==> config.mk <==
export PLATFORM = sky130hd
export DESIGN_NAME = alu_execute
export DESIGN_NICKNAME = d
export VERILOG_FILES = /design/src/rtl/cpu_pkg.sv /design/src/rtl/alu_core.sv /design/src/rtl/alu_execute.sv
export SDC_FILE = /design/constraint.sdc
export NUM_CORES = 1
export LEC_CHECK = 0
export CAP_MARGIN = 10
export CORE_MARGIN = 2
export CORE_UTILIZATION = 62
export DETAILED_ROUTE_END_ITERATION = 12
export PLACE_DENSITY = 0.87
export SLEW_MARGIN = 40
export SYNTH_ARGS = -nofsm -noshare
export SYNTH_HDL_FRONTEND = slang
export SYNTH_HIERARCHICAL = 1
export SYNTH_SLANG_ARGS = --single-unit
==> constraint.sdc <==
create_clock -name clk -period 9.15 [get_ports clk]
set_input_delay 1.83 -clock clk [delete_from_list [all_inputs] [get_ports clk]]
set_output_delay 1.83 -clock clk [all_outputs]
set_load 0.005 [all_outputs]
==> src/rtl/cpu_pkg.sv <==
// Shared encodings for the execute stage: opcodes, condition codes, shift types,
// FSM states, CPSR bit positions and the ARM condition evaluator.
package cpu_pkg;

  localparam logic [3:0] OP_AND = 4'h0;
  localparam logic [3:0] OP_EOR = 4'h1;
  localparam logic [3:0] OP_SUB = 4'h2;
  localparam logic [3:0] OP_RSB = 4'h3;
  localparam logic [3:0] OP_ADD = 4'h4;
  localparam logic [3:0] OP_ADC = 4'h5;
  localparam logic [3:0] OP_SBC = 4'h6;
  localparam logic [3:0] OP_RSC = 4'h7;
  localparam logic [3:0] OP_TST = 4'h8;
  localparam logic [3:0] OP_TEQ = 4'h9;
  localparam logic [3:0] OP_CMP = 4'hA;
  localparam logic [3:0] OP_CMN = 4'hB;
  localparam logic [3:0] OP_ORR = 4'hC;
  localparam logic [3:0] OP_MOV = 4'hD;
  localparam logic [3:0] OP_BIC = 4'hE;
  localparam logic [3:0] OP_MVN = 4'hF;

  localparam logic [3:0] COND_EQ = 4'h0;
  localparam logic [3:0] COND_NE = 4'h1;
  localparam logic [3:0] COND_CS = 4'h2;
  localparam logic [3:0] COND_CC = 4'h3;
  localparam logic [3:0] COND_MI = 4'h4;
  localparam logic [3:0] COND_PL = 4'h5;
  localparam logic [3:0] COND_VS = 4'h6;
  localparam logic [3:0] COND_VC = 4'h7;
  localparam logic [3:0] COND_HI = 4'h8;
  localparam logic [3:0] COND_LS = 4'h9;
  localparam logic [3:0] COND_GE = 4'hA;
  localparam logic [3:0] COND_LT = 4'hB;
  localparam logic [3:0] COND_GT = 4'hC;
  localparam logic [3:0] COND_LE = 4'hD;
  localparam logic [3:0] COND_AL = 4'hE;
  localparam logic [3:0] COND_NV = 4'hF;

  localparam logic [1:0] SH_LSL = 2'd0;
  localparam logic [1:0] SH_LSR = 2'd1;
  localparam logic [1:0] SH_ASR = 2'd2;
  localparam logic [1:0] SH_ROR = 2'd3;

  localparam int CPSR_N = 3;
  localparam int CPSR_Z = 2;
  localparam int CPSR_C = 1;
  localparam int CPSR_V = 0;

  typedef enum logic [1:0] {
    ST_IDLE    = 2'd0,
    ST_SHIFT   = 2'd1,
    ST_COMPUTE = 2'd2,
    ST_DONE    = 2'd3
  } state_t;

  function automatic logic cond_check(input logic [3:0] cond, input logic [3:0] cpsr);
    logic n, z, c, v;
    n = cpsr[CPSR_N];
    z = cpsr[CPSR_Z];
    c = cpsr[CPSR_C];
    v = cpsr[CPSR_V];
    case (cond)
      COND_EQ: return z;
      COND_NE: return !z;
      COND_CS: return c;
      COND_CC: return !c;
      COND_MI: return n;
      COND_PL: return !n;
      COND_VS: return v;
      COND_VC: return !v;
      COND_HI: return c && !z;
      COND_LS: return !c || z;
      COND_GE: return n == v;
      COND_LT: return n != v;
      COND_GT: return !z && (n == v);
      COND_LE: return z || (n != v);
      COND_AL: return 1'b1;
      default: return 1'b0;
    endcase
  endfunction

endpackage

==> src/rtl/alu_core.sv <==
// Combinational data-processing unit: opcode -> result, carry-out and overflow.
// Subtracts are formed as x + ~y + cin so one adder serves every arithmetic op.
module alu_core
  import cpu_pkg::*;
#(
  parameter int DATA_W = 32
) (
  input  logic [3:0]        opcode,
  input  logic [DATA_W-1:0] a,
  input  logic [DATA_W-1:0] b,
  input  logic              c_in,
  input  logic              sh_carry,
  output logic [DATA_W-1:0] res,
  output logic              c_out,
  output logic              v_out,
  output logic              arith
);

  logic [DATA_W-1:0] x, y;
  logic              cin;
  logic [DATA_W:0]   sum;

  always_comb begin
    x     = a;
    y     = b;
    cin   = 1'b0;
    arith = 1'b1;
    case (opcode)
      OP_SUB, OP_CMP: begin y = ~b; cin = 1'b1; end
      OP_RSB:         begin x = b; y = ~a; cin = 1'b1; end
      OP_ADD, OP_CMN: cin = 1'b0;
      OP_ADC:         cin = c_in;
      OP_SBC:         begin y = ~b; cin = c_in; end
      OP_RSC:         begin x = b; y = ~a; cin = c_in; end
      default:        arith = 1'b0;
    endcase
    sum = {1'b0, x} + {1'b0, y} + {{DATA_W{1'b0}}, cin};

    res   = sum[DATA_W-1:0];
    c_out = sum[DATA_W];
    v_out = (x[DATA_W-1] == y[DATA_W-1]) && (sum[DATA_W-1] != x[DATA_W-1]);
    if (!arith) begin
      c_out = sh_carry;
      v_out = 1'b0;
      case (opcode)
        OP_AND, OP_TST: res = a & b;
        OP_EOR, OP_TEQ: res = a ^ b;
        OP_ORR:         res = a | b;
        OP_MOV:         res = b;
        OP_BIC:         res = a & ~b;
        default:        res = ~b;
      endcase
    end
  end

endmodule

==> src/rtl/alu_execute.sv <==
// Execute stage: condition check, operand-2 shift, ALU op, NZCV ownership.
// ALU_EXECUTE_BARREL_EN selects a single-cycle barrel shifter in place of the iterative one.
module alu_execute
  import cpu_pkg::*;
#(
  parameter int DATA_W  = 32,
  parameter int SHAMT_W = 5
) (
  input  logic               clk,
  input  logic               rst,
  input  logic               start,
  input  logic [3:0]         opcode,
  input  logic [3:0]         cond,
  input  logic               s_bit,
  input  logic [DATA_W-1:0]  op_a,
  input  logic [DATA_W-1:0]  op_b,
  input  logic [1:0]         sh_type,
  input  logic [SHAMT_W-1:0] sh_amt,
  output logic               busy,
  output logic               done,
  output logic [DATA_W-1:0]  result,
  output logic               wr_en,
  output logic               cond_pass,
  output logic [3:0]         cpsr
);

  state_t              state, state_nxt;
  logic [3:0]          opc_q;
  logic                s_q, c_in_q, sh_c_q, wr_q, pass_q;
  logic [DATA_W-1:0]   a_q, b_q;
  logic [1:0]          sht_q;
  logic [SHAMT_W-1:0]  cnt_q;
  logic                cond_ok, is_test;
  logic [DATA_W-1:0]   alu_res;
  logic                alu_c, alu_v, alu_arith;

  // Returns {carry_out, shifted_value} for a single-position shift.
  function automatic logic [DATA_W:0] shift1(input logic [DATA_W-1:0] v, input logic [1:0] t);
    case (t)
      SH_LSL:  return {v[DATA_W-1], v[DATA_W-2:0], 1'b0};
      SH_LSR:  return {v[0], 1'b0, v[DATA_W-1:1]};
      SH_ASR:  return {v[0], v[DATA_W-1], v[DATA_W-1:1]};
      default: return {v[0], v[0], v[DATA_W-1:1]};
    endcase
  endfunction

`ifdef ALU_EXECUTE_BARREL_EN
  function automatic logic [DATA_W:0] barrel(input logic [DATA_W-1:0] v, input logic [1:0] t,
                                             input logic [SHAMT_W-1:0] n, input logic c_old);
    logic [DATA_W:0]   ext;
    logic [DATA_W-1:0] r;
    if (n == '0) return {c_old, v};
    case (t)
      SH_LSL: begin ext = {1'b0, v} << n; return ext; end
      SH_LSR: begin ext = {v, 1'b0} >> n; return {ext[0], ext[DATA_W:1]}; end
      SH_ASR: begin ext = $signed({v, 1'b0}) >>> n; return {ext[0], ext[DATA_W:1]}; end
      default: begin
        r = (v >> n) | (v << (DATA_W - int'(n)));
        return {r[DATA_W-1], r};
      end
    endcase
  endfunction
`endif

  assign cond_ok   = cond_check(cond, cpsr);
  assign is_test   = (opc_q[3:2] == 2'b10);
  assign busy      = (state != ST_IDLE);
  assign done      = (state == ST_DONE);
  assign wr_en     = done && wr_q;
  assign cond_pass = done && pass_q;

  alu_core #(.DATA_W(DATA_W)) u_alu_core (
    .opcode   (opc_q),
    .a        (a_q),
    .b        (b_q),
    .c_in     (c_in_q),
    .sh_carry (sh_c_q),
    .res      (alu_res),
    .c_out    (alu_c),
    .v_out    (alu_v),
    .arith    (alu_arith)
  );

  always_ff @(posedge clk or posedge rst) begin
    if (rst) state <= ST_IDLE;
    else     state <= state_nxt;
  end

  always_comb begin
    state_nxt = state;
    case (state)
      ST_IDLE: begin
        if (start) begin
          if (!cond_ok) state_nxt = ST_DONE;
`ifdef ALU_EXECUTE_BARREL_EN
          else state_nxt = ST_COMPUTE;
`else
          else if (sh_amt == '0) state_nxt = ST_COMPUTE;
          else state_nxt = ST_SHIFT;
`endif
        end
      end
      ST_SHIFT:   if (cnt_q == SHAMT_W'(1)) state_nxt = ST_COMPUTE;
      ST_COMPUTE: state_nxt = ST_DONE;
      default:    state_nxt = ST_IDLE;
    endcase
  end

  always_ff @(posedge clk or posedge rst) begin
    if (rst) begin
      opc_q  <= '0;
      s_q    <= 1'b0;
      c_in_q <= 1'b0;
      sh_c_q <= 1'b0;
      wr_q   <= 1'b0;
      pass_q <= 1'b0;
      a_q    <= '0;
      b_q    <= '0;
      sht_q  <= '0;
      cnt_q  <= '0;
      result <= '0;
      cpsr   <= '0;
    end else begin
      case (state)
        ST_IDLE: begin
          if (start) begin
            opc_q  <= opcode;
            s_q    <= s_bit;
            a_q    <= op_a;
            sht_q  <= sh_type;
            cnt_q  <= sh_amt;
            c_in_q <= cpsr[CPSR_C];
            pass_q <= cond_ok;
            wr_q   <= 1'b0;
`ifdef ALU_EXECUTE_BARREL_EN
            {sh_c_q, b_q} <= barrel(op_b, sh_type, sh_amt, cpsr[CPSR_C]);
`else
            b_q    <= op_b;
            sh_c_q <= cpsr[CPSR_C];
`endif
          end
        end
        ST_SHIFT: begin
          {sh_c_q, b_q} <= shift1(b_q, sht_q);
          cnt_q         <= cnt_q - SHAMT_W'(1);
        end
        ST_COMPUTE: begin
          wr_q <= !is_test;
          if (!is_test) result <= alu_res;
          // Compare/test ops exist only to set flags, so they ignore the S bit.
          if (s_q || is_test) begin
            cpsr[CPSR_N] <= alu_res[DATA_W-1];
            cpsr[CPSR_Z] <= (alu_res == '0);
            cpsr[CPSR_C] <= alu_c;
            if (alu_arith) cpsr[CPSR_V] <= alu_v;
          end
        end
        default: ;
      endcase
    end
  end

endmodule

**Run 1: sizing map**

Scale: 4 px per um.
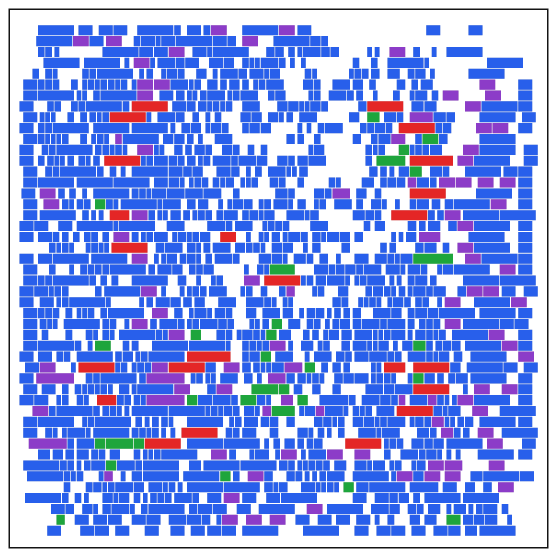
Key: blue = drive 1 or less [cells 1,260, share 89%, most used o21ai_0]; red = drive 6 and up [cells 23, share 1.6%, most used clkbuf_16]; green = drive 3 to 4 [cells 30, share 2.1%, most used buf_4]; purple = drive 2 [cells 99, share 7.0%, most used mux2_2]
Area growth syn-to-layout: 17.9%
fin area: 12,400 sq um
Non-clock buffers: 136
final worst slack: 3.90 ns

**Run 1: placed standard cells**

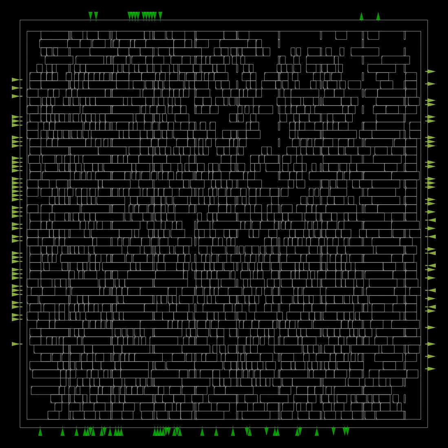
Core Box Area: 16,600 sq um
final non-filler cell total: 1,632
n_taps: 220
Seq area share: 23.8%
row count: 47

**Run 1: I/O nets highlighted**

Scale: 2 px per um.
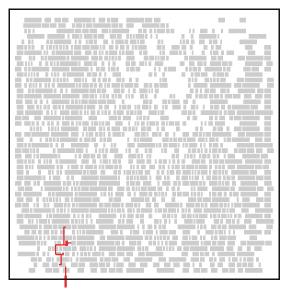
Key: red = busy [bits 1, direction output, end cells 1, buffers 1, wire 39.4 um]

==> run 1: worst reg2reg max path, delay by kind of cell (launching register included) <==
family	cells	cell delay (ns)
compound gates	8	1.48
xor+xnor	1	0.17
fa+ha+maj	1	0.38
buf+inv	2	0.92
flops	1	0.35
simple gates	5	1.86
==> run 1: Yosys cell counts (9+ instances only) <==
| cell type | n |
|---|---|
| a222oi_1 | 21 |
| dfrtp_1 | 118 |
| clkbuf_1 | 68 |
| xnor2_1 | 16 |
| nand2_1 | 164 |
| a22oi_1 | 35 |
| mux2_2 | 77 |
| a21oi_1 | 130 |
| nand4_1 | 12 |
| o22ai_1 | 9 |
| nor4_1 | 12 |
| nor2_1 | 33 |
| o21ai_1 | 17 |
| buf_2 | 14 |
| inv_1 | 88 |
| a21o_1 | 35 |
| o21ai_0 | 192 |
| nor3_1 | 34 |
| xor2_1 | 15 |
| ha_1 | 70 |
| nor2b_1 | 56 |
==> run 1: stage by stage <==
step                util (%)  setup WS [ns]  hold slack (ns)
floorplan                  -           4.19            0.442
global placement        71.1           3.84            0.488
detailed placement      71.2           4.04            0.493
CTS                     74.7           4.02            0.506
global route            74.8           3.55            0.522
finish                  74.8           3.90            0.501
==> run 1: area by class of cell <==
type	count	area (sq um)	area share (%)
multi-input cells	1037	6910	55.7
flip-flops and latches	118	2960	23.8
repair buffers	136	1340	10.8
clock buffers	21	460	3.71
inverters	89	337	2.71
well taps	220	275	2.22
clock inverters	11	126	1.02
==> run 1: kinds of logic (layout without fill, tap and decap cells) <==
| kind of cell | count (synthesis) | in the layout | share of synthesized area (%) |
|---|---|---|---|
| adder cells (fa/ha/maj) | 72 | 72 | 8.71 |
| multiplexers | 80 | 80 | 8.53 |
| XOR/XNOR | 31 | 31 | 2.58 |
| AND/OR/NAND/NOR | 356 | 356 | 16.5 |
| AND-OR/OR-AND | 498 | 498 | 28.8 |
| flip-flops | 118 | 118 | 28.1 |
| buffers and inverters | 180 | 257 | 6.77 |
==> run 1: flip-flops by register name (all words and copies together) (netlist names), 2 cells and up <==
| signal | cells |
|---|---|
| a_q | 32 |
| b_q | 32 |
| result | 32 |
| cnt_q | 5 |
| cpsr | 4 |
| opc_q | 4 |
| sht_q | 2 |
| state | 2 |
==> run 1: per-layer routing <==
layer / share of wire (%) / wire (um)
met5: 0 / 0
met4: 2.8 / 892
met3: 11 / 3630
met2: 43 / 13700
met1: 43 / 13800
==> run 1: path summary, 6_finish.rpt <==
kind / end / slack, ns / depth (start not counted)
max in group asynchronous: result[22] / 6.24 / 3
max: cpsr[2] / 3.90 / 17
min in group asynchronous: cnt_q[4] / 1.86 / 2
min reg2reg: result[15] / 0.50 / 1
min: result[15] / 0.50 / 1
max reg2reg: cpsr[2] / 3.90 / 17
==> results.txt, run 1 <==
fresh numbers from the pnr run: critical-path maximum fanout between 60 and 70, fp util 63.4%, main flop type dfrtp_1, count of tool warnings 31, WL final 32,100 um, Die W about 130 um, initial antenna violation count 0, first-pass GRT wire length roughly 51,000 um, Hold Crit Start result[15], Critical Path Most Common Cell buf_4, # resized after CTS 0, post-synthesis net count approximately 1.5k, DP Wirelength 22,600 um, fin crit share 57.4%, First-pass DRT Iterations 7, critical path's slowest cell nor3b_4, most frequent logic cell in the layout o21ai_0, Synth Instances ~1.3k, post-synthesis average cell area 7.88 sq um, hold crit path type reg2reg, yosys warns 6, Worst-path clk slew approximately 0.050 ns, fin nets approximately 1.6k, RSZ-0062 raised after global routing false, remaining antenna violation count 0, Worst-Margin Slew between 0.7 and 0.8 ns, Max Clk Rate ~190 MHz, Worst path top cell family by delay simple AND/OR/NAND/NOR gates, met1 Resource Use GR 52.5%, final clock skew between 0.015 and 0.02 ns, flip-flops with a built-in enable 0, largest net degree at the start of global routing approximately 72, Insertion Delay late pin between 0.4 and 0.5 ns, routed vias/inst 6.53, # hold bufs at CTS 0, initial DRC count around 1.5k, Yosys Instances around 1.3k, # port buffers between 100 and 150, die height between 100 and 150 um, Dominant cell area share roughly 28%, grt met3 use approximately 8.0%, setup TNS 0 ns, drt wl/cell approximately 20 um, dpl cells ~1.6k, Overflow after GRT 0, Crit path largest cell delay between 0.6 and 0.7 ns, reg2reg start opc_q[1], Synth Seq Share between 20 and 30%, post-synth top area cell dfrtp_1, grt met2 use between 50% and 60%, min cycle time layout approximately 5.2 ns, CP arrival roughly 5.6 ns, vias 10.6k, Post-route DRC 0, H-tree Lvls 4, startpoint types register, GRT busiest layer met1, clock sink count approximately 120, GPL Wtd Cong just over 1, cts bufs inserted 17, critical path endpoint category register, Post-synth ARST share 100%, share of layout cells above drive strength 1 10.8%, Post-CTS Setup Inserts 0, # Max-Cap Violations 0, I/O pins approximately 120, die area 18,000 sq um, antenna fix cells 0, Fin. Hold Viols 0, Bufs on Longest Clock Path 2, Worst Path Buf+Inv 2, Top cells by area dfrtp_1 28%, o21ai_0 9.1%, ha_1 8.3%, Root Buffer clkbuf_16, Global Route Usage Sum between 30% and 40%, CTS tree done, most common logic cells in the final layout 192 x o21ai_0, 162 x nand2_1, 130 x a21oi_1, 122 x clkdlybuf4s50_1, 114 x dfrtp_1, Max-Slew Margin vs Limit around 51%, Slew Limit Fails 0, Synth Cell Area 10,500 sq um, WP data required between 9 and 10 ns, status complete, no violations, final setup fails 0, area of placed instances around 12,000 sq um, Fillers approximately 1.3k, Crit Path Category reg2reg, number of global-route vias before repair 9,522, crit path cell chain buf_4 > nor3b_4 > buf_4 > a22oi_1 > o21ai_0 > ha_1 > a211oi_2 > nor2_1 > or3b_1 > a41oi_2 > o221a_4 > o22a_4 > xor2_1 > o211ai_2 > nor4_1 > nand4_1 > o31ai_1, Cell Type Count 75, ys flops 118, yosys stat area between 10,000 and 15,000 sq um, CP startpoint opc_q[1]
**Run 1: ports around the boundary**

Scale: 4 px per um. Pins as bars across the die edge, other pins in grey.
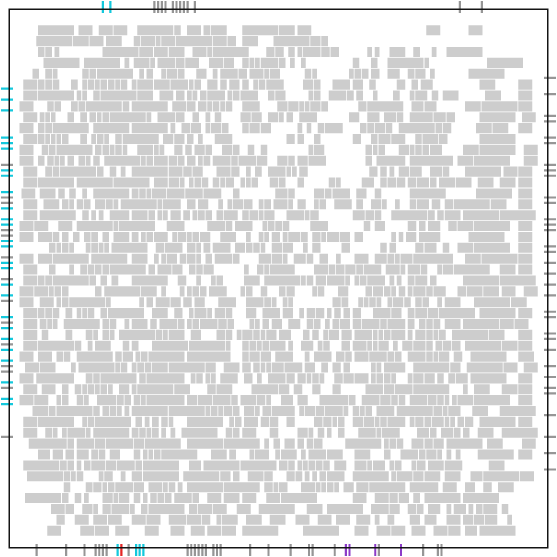

==> run 1 -> run 2 <==
Settings changed: CORE_UTILIZATION 62 to 58, PLACE_DENSITY 0.87 to 0.82.
Clock period 9.15 ns to 5.4 ns, I/O delays scaled along.
**Run 2: ports around the boundary**

Scale: 3 px per um. Pins as bars across the die edge, other pins in grey.
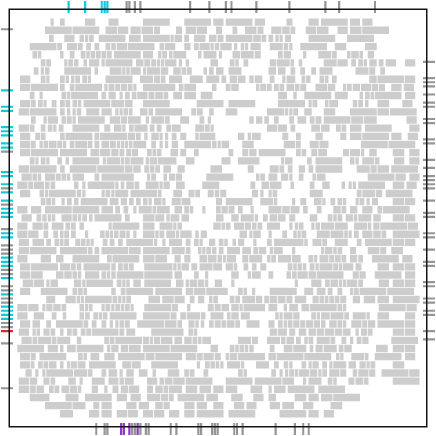
Key: cyan = op_b [pins 32, direction input, edge 27 west, 5 north]; purple = cond [pins 4, direction input, edge south]; red = busy [pins 1, direction output, edge west]
All pins by edge: 46 west, 33 east, 26 south, 18 north.

==> run 2 against run 1 <==
Clock-buffer cell count down 2. Area after synthesis unchanged. Routed wire length increased by 0.90%. Critical path type unchanged. Highest routed layer unchanged.
==> results.txt, run 2 <==
fresh numbers from the pnr run: CTS tree done (unchanged), Synth Seq Share 28.1% (unchanged), biggest regs a_q (32), b_q (32), result (32) (unchanged), top layer in use met4 (unchanged), setup TNS 0 ns (unchanged), count of tool warnings 31 (unchanged), clock sink count 118 (unchanged), WP data required 5.74 ns (was 9.47 ns), met2 wire length 14,600 um (was 13,700 um), Crit Path Category reg2reg (unchanged), area of placed instances 11,900 sq um (was 11,800 sq um), GPL Wtd Cong 0.962 (was 1.02), most frequent cell after synthesis o21ai_0 (unchanged), # resized after CTS 0 (unchanged), Post-CTS Setup Inserts 0 (unchanged), startpoint types register (unchanged), critical path endpoint category register (unchanged), fin nets 1,565 (was 1,554), critical-path maximum fanout 16 (was 67), Dominant cell area share 28.1% (unchanged), yosys stat area 10,500 sq um (unchanged), share of layout cells above drive strength 1 11.3% (was 10.8%), Fin. Hold Viols 0 (unchanged), initial antenna violation count 0 (unchanged), main flop type dfrtp_1 (unchanged), drt wl/cell 19.6 um (was 19.7 um), Post-route DRC 0 (unchanged), Cell Type Count 75 (unchanged), top cells by count 192 x o21ai_0, 164 x nand2_1, 130 x a21oi_1 (unchanged), number of global-route vias before repair 9,865 (was 9,522), Yosys Instances 1,335 (unchanged), row count 49 (was 47), final setup fails 0 (unchanged), status complete, no violations (unchanged), fin crit share 88.4% (was 57.4%), Insertion Delay late pin 0.44 ns (was 0.43 ns), Max Clk Rate 210 MHz (was 191 MHz), Metal-1 WL 14,400 um (was 13,800 um), First-pass DRT Iterations 6 (was 7), die height 139 um (was 134 um), detailed-routed wire length on met3 2770 um (was 3630 um), Root Buffer clkbuf_16 (unchanged), most frequent logic cell in the layout o21ai_0 (unchanged), min cycle time layout 4.77 ns (was 5.25 ns), # hold bufs at CTS 0 (unchanged), yosys warns 6 (unchanged), Post-synth ARST share 100% (unchanged), post-synthesis average cell area 7.88 sq um (unchanged), Bufs on Longest Clock Path 2 (unchanged), Die W 139 um (was 134 um), Core Box Area 17,900 sq um (was 16,600 sq um), Area growth syn-to-layout 18.9% (was 17.9%), flip-flops with a built-in enable 0 (unchanged), Worst-Margin Slew 0.912 ns (was 0.739 ns), remaining antenna violation count 0 (unchanged), cts bufs inserted 17 (unchanged), WL final 32,400 um (was 32,100 um), Fillers 1,453 (was 1,266), fp util 58.8% (was 63.4%), Global Route Usage Sum 33.2% (was 35.8%), Overflow after GRT 0 (unchanged)
**Run 2: placed standard cells**

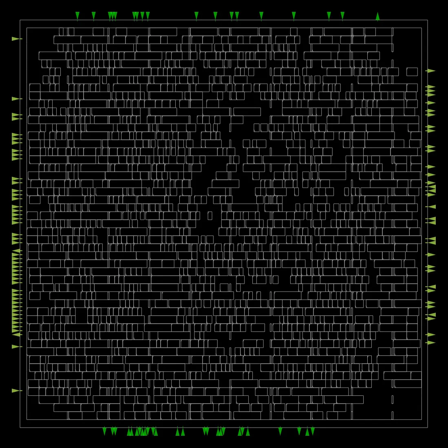
Seq Cell Count: 118
n_taps: 229

-- run 2: stage by stage --
step | hold slack, ns | std cells | util (%)
after floorplan | 0.442 | 1335 | -
after CTS | 0.503 | 1652 | 69.9
final | 0.498 | 1652 | 69.9
after global routing | 0.513 | 1652 | 69.9
after detailed placement | 0.487 | 1620 | 66.4
after global placement | 0.470 | 1620 | 66.4
-- run 2: layout make-up --
| type | instances | area, sq um | area share [%] |
|---|---|---|---|
| tap | 229 | 287 | 2.29 |
| clock buffer | 19 | 443 | 3.54 |
| timing repair buffer | 147 | 1410 | 11.3 |
| multi-input combinational | 1037 | 6900 | 55.2 |
| inverter | 89 | 337 | 2.69 |
| sequential | 118 | 2960 | 23.6 |
| clock inverter | 13 | 173 | 1.38 |
-- run 2: worst max-delay path: stages (launching register included) --
cell      delay [ns]
dfrtp_1         0.46
nand2_1         0.29
nand3b_1        0.19
nand2_1         0.12
buf_4           0.22
nand2_1         0.07
o21ai_0         0.07
o21ai_0         0.13
ha_1            0.30
nor2b_1         0.14
o31ai_1         0.37
a21oi_2         0.18
a41oi_4         0.38
o221a_4         0.30
o22a_4          0.17
xor2_1          0.20
o211ai_2        0.15
nor4_1          0.43
nand4_1         0.23
o31ai_1         0.25
-- run 2: path summary, 6_finish.rpt --
kind	to	startpoint	cells past startpoint	slack (ns)
max	cpsr[2]	opc_q[3]	19	0.63
min	pass_q	pass_q	2	0.50
max reg2reg	cpsr[2]	opc_q[3]	19	0.63
min reg2reg	pass_q	pass_q	2	0.50
max in group asynchronous	result[21]	rst	3	3.34
min in group asynchronous	state[1]	rst	2	1.08
-- run 2: metal layers --
| metal | vias to the layer above | track usage, % |
|---|---|---|
| li1 | 4988 | - |
| met1 | 5079 | 48.4 |
| met2 | 563 | 51.8 |
| met3 | 62 | 4.66 |
| met4 | 0 | 9.68 |
| met5 | - | 0 |
-- run 2: cells by family (layout without fill, tap and decap cells) --
logic type | Yosys count | after routing | share of synthesized area [%]
DFF | 118 | 118 | 28.1
AOI/OAI and AO/OA | 498 | 498 | 28.8
xor gates and xnor gates | 31 | 31 | 2.58
and+or+nand+nor | 356 | 356 | 16.5
adders and majority gates | 72 | 72 | 8.71
buffers and inverters | 180 | 268 | 6.77
muxes | 80 | 80 | 8.53
==> run 2 -> run 3 <==
Settings changed: SKIP_LAST_GASP set to 1.
**Run 3: ports around the boundary**

Scale: 3 px per um. Pins as bars across the die edge, other pins in grey.
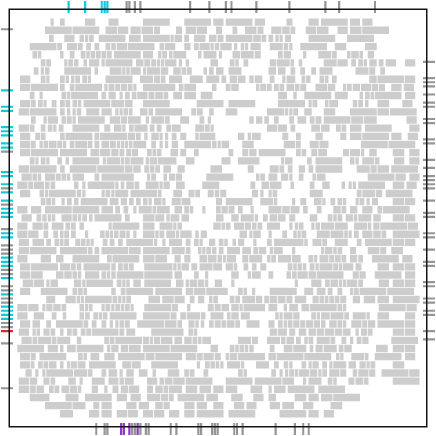
Key: purple = cond [pins 4, direction input, edge south]; cyan = op_b [pins 32, direction input, edge 27 west, 5 north]; red = busy [pins 1, direction output, edge west]
All pins by edge: 46 west, 33 east, 26 south, 18 north.
die height: 139 um
Die W: 139 um

==> run 3 against run 2 <==
Final cell count did not move. Highest routed layer unchanged. Register-to-register slack barely moved. Synthesized cell count stayed put. Sequential share of layout area is the same. Via count is the same. Worst setup slack stayed put. Die area did not move. Non-clock buffer count stayed put. Design area is the same.
==> results.txt, run 3 <==
fresh numbers from the pnr run: fp util 58.8% (unchanged), # Max-Cap Violations 0 (unchanged), remaining antenna violation count 0 (unchanged), top cells by count 192 x o21ai_0, 164 x nand2_1, 130 x a21oi_1 (unchanged), CP arrival 5.11 ns (about the same), Global Route Usage Sum 33.2% (unchanged), yosys warns 6 (unchanged), Worst-Margin Slew 0.912 ns (unchanged), CTS tree done (unchanged), critical path's slowest cell dfrtp_1 (unchanged), fin crit share 88.4% (unchanged), Slew Limit Fails 0 (unchanged), # resized after CTS 0 (unchanged), row count 49 (unchanged), clock sink count 118 (unchanged), Insertion Delay late pin 0.44 ns (about the same), ys flops 118 (unchanged), fin nets 1,565 (unchanged), status complete, no violations (unchanged), Crit path largest cell delay 0.46 ns (about the same), Synth Cell Area 10,500 sq um (unchanged), Overflow after GRT 0 (unchanged), Top cells by area dfrtp_1 28%, o21ai_0 9.1%, ha_1 8.3% (unchanged), DP Wirelength 23,000 um (unchanged), Worst-path clk slew 0.06 ns (about the same), most frequent cell after synthesis o21ai_0 (unchanged), cts bufs inserted 17 (unchanged), Post-route DRC 0 (unchanged), Fin. Hold Viols 0 (unchanged), RSZ-0062 raised after global routing false (unchanged), post-synth top area cell dfrtp_1 (unchanged), flip-flops with a built-in enable 0 (unchanged), Core Box Area 17,900 sq um (unchanged), H-tree Lvls 4 (unchanged), hold crit path type reg2reg (unchanged), post-synthesis average cell area 7.88 sq um (unchanged), crit path cell chain nand2_1 > nand3b_1 > nand2_1 > buf_4 > nand2_1 > o21ai_0 > o21ai_0 > ha_1 > nor2b_1 > o31ai_1 > a21oi_2 > a41oi_4 > o221a_4 > o22a_4 > xor2_1 > o211ai_2 > nor4_1 > nand4_1 > o31ai_1 (unchanged), WL final 32,400 um (unchanged), Yosys Instances 1,335 (unchanged), Dominant cell area share 28.1% (unchanged), I/O pins 123 (unchanged), main flop type dfrtp_1 (unchanged), setup TNS 0 ns (unchanged), Root Buffer clkbuf_16 (unchanged), Finished Core Util 69.9% (unchanged), Fillers 1,453 (unchanged), vias 10.7k (unchanged), most common logic cells in the final layout 192 x o21ai_0, 163 x nand2_1, 130 x a21oi_1, 122 x clkdlybuf4s50_1, 116 x dfrtp_1 (unchanged), Cell Type Count 75 (unchanged), Critical Path Most Common Cell nand2_1 (unchanged), Area growth syn-to-layout 18.9% (unchanged), min cycle time layout 4.77 ns (unchanged), Bufs on Longest Clock Path 2 (unchanged), GPL Wtd Cong 0.962 (unchanged), most frequent logic cell in the layout o21ai_0 (unchanged), number of global-route vias before repair 9,865 (unchanged), Post-CTS Setup Inserts 0 (unchanged), Max-Slew Margin vs Limit 38.4% (unchanged), critical path endpoint category register (unchanged), First-pass DRT Iterations 6 (unchanged), Synth Seq Share 28.1% (unchanged), initial antenna violation count 0 (unchanged), final clock skew 0.0131 ns (unchanged), share of layout cells above drive strength 1 11.3% (unchanged), Synth Instances 1,335 (unchanged), first-pass GRT wire length 51,700 um (unchanged), critical-path maximum fanout 16 (unchanged), die area 19,200 sq um (unchanged), # port buffers 122 (unchanged), final setup fails 0 (unchanged), post-synthesis net count 1,490 (unchanged), Worst path top cell family by delay AND-OR/OR-AND gates (unchanged), largest net degree at the start of global routing 71 (unchanged)
**Run 3: I/O nets highlighted**

Scale: 2 px per um.
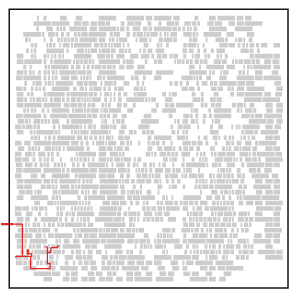
Key: red = busy [bits 1, direction output, end cells 1, buffers 1, wire 72.3 um]

## run 3: kinds of logic after synthesis
group / after synthesis / share of synthesized area (%)
buffers and inverters: 180 / 6.77
multiplexers: 80 / 8.53
flip-flops: 118 / 28.1
adder cells (fa/ha/maj): 72 / 8.71
AND/OR/NAND/NOR: 356 / 16.5
XOR/XNOR: 31 / 2.58
AND-OR/OR-AND: 498 / 28.8
## run 3: worst paths after layout
| check | to | startpoint | cells past startpoint |
|---|---|---|---|
| min in group asynchronous | state[1] | rst | 2 |
| min reg2reg | pass_q | pass_q | 2 |
| max reg2reg | cpsr[2] | opc_q[3] | 19 |
| min | pass_q | pass_q | 2 |
| max | cpsr[2] | opc_q[3] | 19 |
| max in group asynchronous | result[21] | rst | 3 |
## run 3: final cells by class
type | count | area [sq um] | share of cell area (%)
Multi-Input combinational cell | 1037 | 6900 | 55.2
Clock buffer | 19 | 443 | 3.54
Inverter | 89 | 337 | 2.69
Timing Repair Buffer | 147 | 1410 | 11.3
Sequential cell | 118 | 2960 | 23.6
Clock inverter | 13 | 173 | 1.38
Tap cell | 229 | 287 | 2.29
## run 3: per-layer routing
metal  part of all wire (%)  up-vias  GRT usage (%)
met5                      0        -              0
met4                    1.9        0           9.68
met3                    8.6       62           4.66
met2                     45      563           51.8
met1                     44     5079           48.4
li1                       -     4988              -
## run 3: tightest hold or removal path: stages (launching register included)
cell and delay (ns):
dfrtp_1 0.34, nand2_1 0.05, o21ai_0 0.07
## run 3: metrics by stage
| stage | instances | worst slack (ns) | hold slack, ns | area, sq um |
|---|---|---|---|---|
| detailed placement | 1620 | 0.832 | 0.487 | 11900 |
| global route | 1652 | 0.221 | 0.513 | 12500 |
| finish | 1652 | 0.629 | 0.498 | 12500 |
| floorplan | 1335 | 1.19 | 0.442 | 10500 |
| global placement | 1620 | 0.878 | 0.470 | 11900 |
| CTS | 1652 | 0.731 | 0.503 | 12500 |

==> gallery <==
Signal wires by layer.
shot_01.png
Scale: 3 px per um. Two of the layers only.
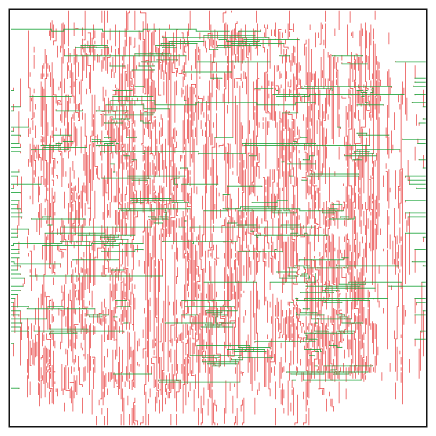
shot_02.png
Scale: 4 px per um. Two of the layers only.
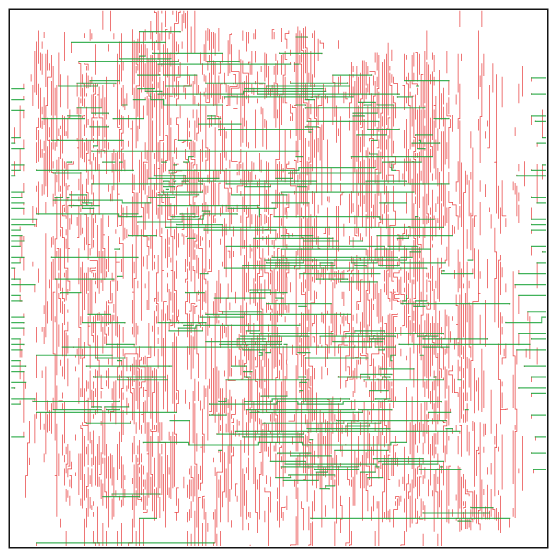
shot_02.png -> run 1
shot_01.png -> run 2

Key to shot_02.png:
Key: red = met2 [wire length 13,700 um]; green = met3 [wire length 3,630 um]

